**Cell placement**

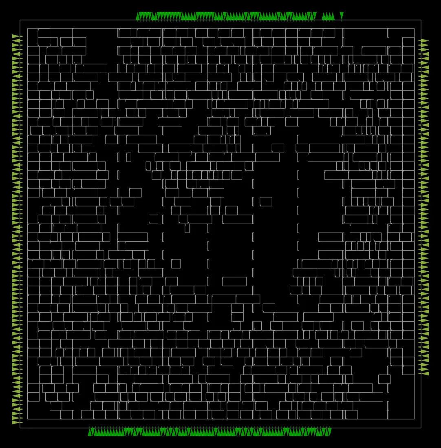
**Clock network drawn from the DEF**

Bar = 20 µm.
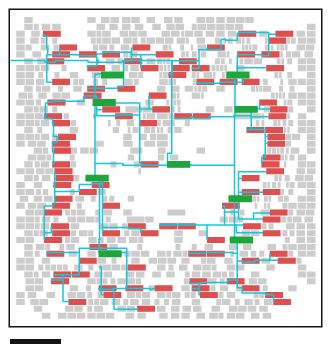
**The metal 3 layer**

Bar = 20 µm.
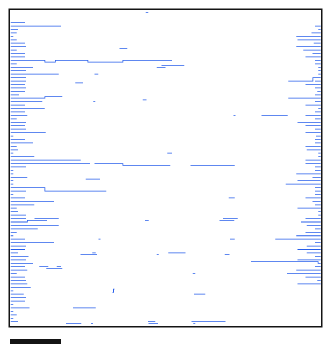
File: config.mk
export PLATFORM = sky130hd
export DESIGN_NAME = dram_arbiter
export DESIGN_NICKNAME = d
export VERILOG_FILES = /design/src/rtl/dram_arbiter.sv
export SDC_FILE = /design/constraint.sdc
export NUM_CORES = 1
export LEC_CHECK = 0
export CAP_MARGIN = 15
export CORE_AREA = 2 2 121 123
export CTS_CLUSTER_SIZE = 8
export DETAILED_ROUTE_END_ITERATION = 16
export DIE_AREA = 0 0 123 125
export PLACE_DENSITY = 0.76
export SLEW_MARGIN = 20
export SYNTH_ARGS = -nofsm -noshare
export SYNTH_HDL_FRONTEND = slang
export SYNTH_SLANG_ARGS = --single-unit
File: constraint.sdc
create_clock -name CLK -period 3.6 [get_ports CLK]
set_input_delay 0.72 -clock CLK [delete_from_list [all_inputs] [get_ports CLK]]
set_output_delay 0.72 -clock CLK [all_outputs]
set_load 0.02 [all_outputs]
File: src/rtl/dram_arbiter.sv
// Two-port arbiter for one single-port DRAM. A request accepted in IDLE completes with an ACK 3 cycles later.
// Requesters hold CS until ACK, and one transaction runs per 4 cycles. Ties go to round-robin or to A when FIXED_PRIO=1.
module dram_arbiter #(
   parameter int FIXED_PRIO = 0
) (
   input  logic        CLK,
   input  logic        RST,
   input  logic [31:0] A_ADDR,
   input  logic        A_CS,
   input  logic        A_WR,
   input  logic [3:0]  A_MASK,
   input  logic [31:0] A_DIN,
   output logic [31:0] A_DOUT,
   output logic        A_ACK,
   input  logic [31:0] B_ADDR,
   input  logic        B_CS,
   input  logic        B_WR,
   input  logic [3:0]  B_MASK,
   input  logic [31:0] B_DIN,
   output logic [31:0] B_DOUT,
   output logic        B_ACK,
   output logic [31:0] DRAM_ADDR,
   output logic        DRAM_CS,
   output logic        DRAM_WR,
   output logic [3:0]  DRAM_MASK,
   output logic [31:0] DRAM_DIN,
   input  logic [31:0] DRAM_DOUT
);

   typedef struct packed {
      logic [31:0] addr;
      logic        wr;
      logic [3:0]  mask;
      logic [31:0] din;
   } req_t;

   typedef enum logic [1:0] {IDLE, ISSUE, WAIT, DONE} state_t;

   state_t      state, state_nxt;
   req_t        req, req_a, req_b;
   logic        gnt_b, last_b, win_b, take;
   logic [31:0] rd_data;

   assign req_a = '{addr: A_ADDR, wr: A_WR, mask: A_MASK, din: A_DIN};
   assign req_b = '{addr: B_ADDR, wr: B_WR, mask: B_MASK, din: B_DIN};

   always_ff @(posedge CLK) begin
      if (RST) state <= IDLE;
      else     state <= state_nxt;
   end

   always_comb begin
      state_nxt = state;
      take      = 1'b0;
      DRAM_CS   = 1'b0;
      DRAM_WR   = 1'b0;
      A_ACK     = 1'b0;
      B_ACK     = 1'b0;
      // On a tie the port not granted last wins, unless A has fixed priority.
      if (A_CS && B_CS) win_b = (FIXED_PRIO != 0) ? 1'b0 : !last_b;
      else              win_b = B_CS;
      if (!RST) begin
         case (state)
            IDLE: begin
               if (A_CS || B_CS) begin
                  take      = 1'b1;
                  state_nxt = ISSUE;
               end
            end
            ISSUE: begin
               DRAM_CS   = 1'b1;
               DRAM_WR   = req.wr;
               state_nxt = WAIT;
            end
            WAIT: state_nxt = DONE;
            DONE: begin
               A_ACK     = !gnt_b;
               B_ACK     = gnt_b;
               state_nxt = IDLE;
            end
            default: state_nxt = IDLE;
         endcase
      end
   end

   always_ff @(posedge CLK) begin
      if (RST) begin
         req     <= '0;
         gnt_b   <= 1'b0;
         last_b  <= 1'b1;
         rd_data <= '0;
      end else begin
         if (take) begin
            req    <= win_b ? req_b : req_a;
            gnt_b  <= win_b;
            last_b <= win_b;
         end
         // DRAM read data is registered, so it is valid during WAIT.
         if (state == WAIT && !req.wr) rd_data <= DRAM_DOUT;
      end
   end

   assign DRAM_ADDR = RST ? '0 : req.addr;
   assign DRAM_MASK = RST ? '0 : req.mask;
   assign DRAM_DIN  = RST ? '0 : req.din;
   assign A_DOUT    = RST ? '0 : rd_data;
   assign B_DOUT    = RST ? '0 : rd_data;

endmodule

==> run summary <==
yosys + openroad results -> DRT Pass-1 Iters=4, area share, top type=42.61%, vias per cell=4.847, fraction of registers with async set/reset=0%, fmax=0.3421 GHz, worst path cell trace=buf_4 > buf_4 > nor2b_1 > clkdlybuf4s50_1, routability cong.=0.7981, vias in the first global route=4633, category of the most critical setup path=in -> out, Most common reg cell=dfxtp_1, worst r2r src=state[0], Biggest register=req, post-CTS sizing=0, routed length per instance=16.03 µm, Worst-Margin Slew=757.2 ps, met2 wire length=7.887 mm, CP Data Arrival Time=2200 ps, XOR/XNOR Area Share=0%, Final Hold Vio Count=0, Crit path buffers/inverters=3, r2r endpoint=req[59], status=finished clean, CTS Buf Count=9, post-synthesis cell type count=27, Core Util at FP=34.73%, Top Ports=310, Synth Area in Compound Gates=17.85%, tool warnings=29, Top Registers=req (69), rd_data (32), state (2), final setup fails=0, Yosys chip area=0.004933 mm², core area=0.01420 mm², Met1 Wirelength=6.317 mm, biggest area cells=dfxtp_1 43%, nor2b_1 22%, a221o_1 14%, startpoint of the worst hold path=rd_data[1]
-- 'cell placement' (at the start) --
fin cells: 984
Layout fillers: 1222
fraction of area in registers: 25.69%

-- 'clock network drawn from the DEF' (at the start) --
legend:
  cells driving clock nets:
    colour: green
    count: 9
  flip-flops:
    colour: red
    count: 105
  clock wires:
    colour: cyan
    length: 1260 µm
flops lie: spread over the die
Latency at later pin: 340 ps
Clock Skew: 7.595 ps
power in the clock group: 961 µW
Clk pwr share: 21.8%

-- 'the metal 3 layer' (at the start) --
nets with wire on the layer: 187
wire length on this layer: 1220 µm
total wire length: 15.78 mm
M3 GR Usage: 4.836%
routed via count: 4769

-- layer usage --
layer / track usage (%) / vias up
met4: 7.420 / 0
met3: 4.836 / 26
li1: - / 2324
met5: 0 / -
met2: 35.20 / 219
met1: 23.02 / 2200
-- worst max path at each step --
| stage | slack (ps) | start | cells past startpoint | end |
|---|---|---|---|---|
| floorplan | 1070 | RST | 5 | B_DOUT[10] |
| global placement | 710 | RST | 4 | A_DOUT[10] |
| detailed placement | 670 | RST | 4 | DRAM_ADDR[11] |
| CTS | 670 | RST | 4 | DRAM_ADDR[11] |
| global route | 570 | RST | 4 | B_DOUT[0] |
| finish | 680 | RST | 4 | DRAM_ADDR[11] |
-- where the power goes --
| group | leakage, nW | internal, mW | total, mW | switching, mW |
|---|---|---|---|---|
| Clock | 0.144 | 0.557 | 0.961 | 0.404 |
| Combinational | 2.01 | 0.930 | 1.88 | 0.951 |
| Sequential | 0.861 | 1.48 | 1.58 | 0.0989 |
-- layout by cell type (no fill, tap or decap) --
cell / n
buf_4: 6
ha_1: 4
and3b_1: 1
bufinv_16: 1
and2_1: 1
a21o_1: 1
clkbuf_1: 3
a221o_1: 68
nand2b_2: 1
nor2b_1: 169
nor2_4: 1
buf_12: 2
nor3b_1: 2
nor2b_2: 1
inv_1: 2
nand2_1: 64
dfxtp_1: 105
clkbuf_16: 9
clkbuf_8: 1
nor2b_4: 1
a21bo_2: 1
a211oi_1: 2
clkinv_2: 2
mux2i_1: 2
nand2b_4: 1
nor2_1: 5
o21a_2: 1
a21oi_1: 32
nor3_1: 2
clkdlybuf4s50_1: 308
nor3b_4: 1
-- stage by stage --
step	hold slack, ps	util (%)
after detailed placement	443.9	55.54
final	448.9	57.60
after global routing	470.5	57.60
after floorplan	431.8	-
after CTS	452.5	57.58
after global placement	437.9	55.51
Power is estimated from default activity; no workload was simulated.
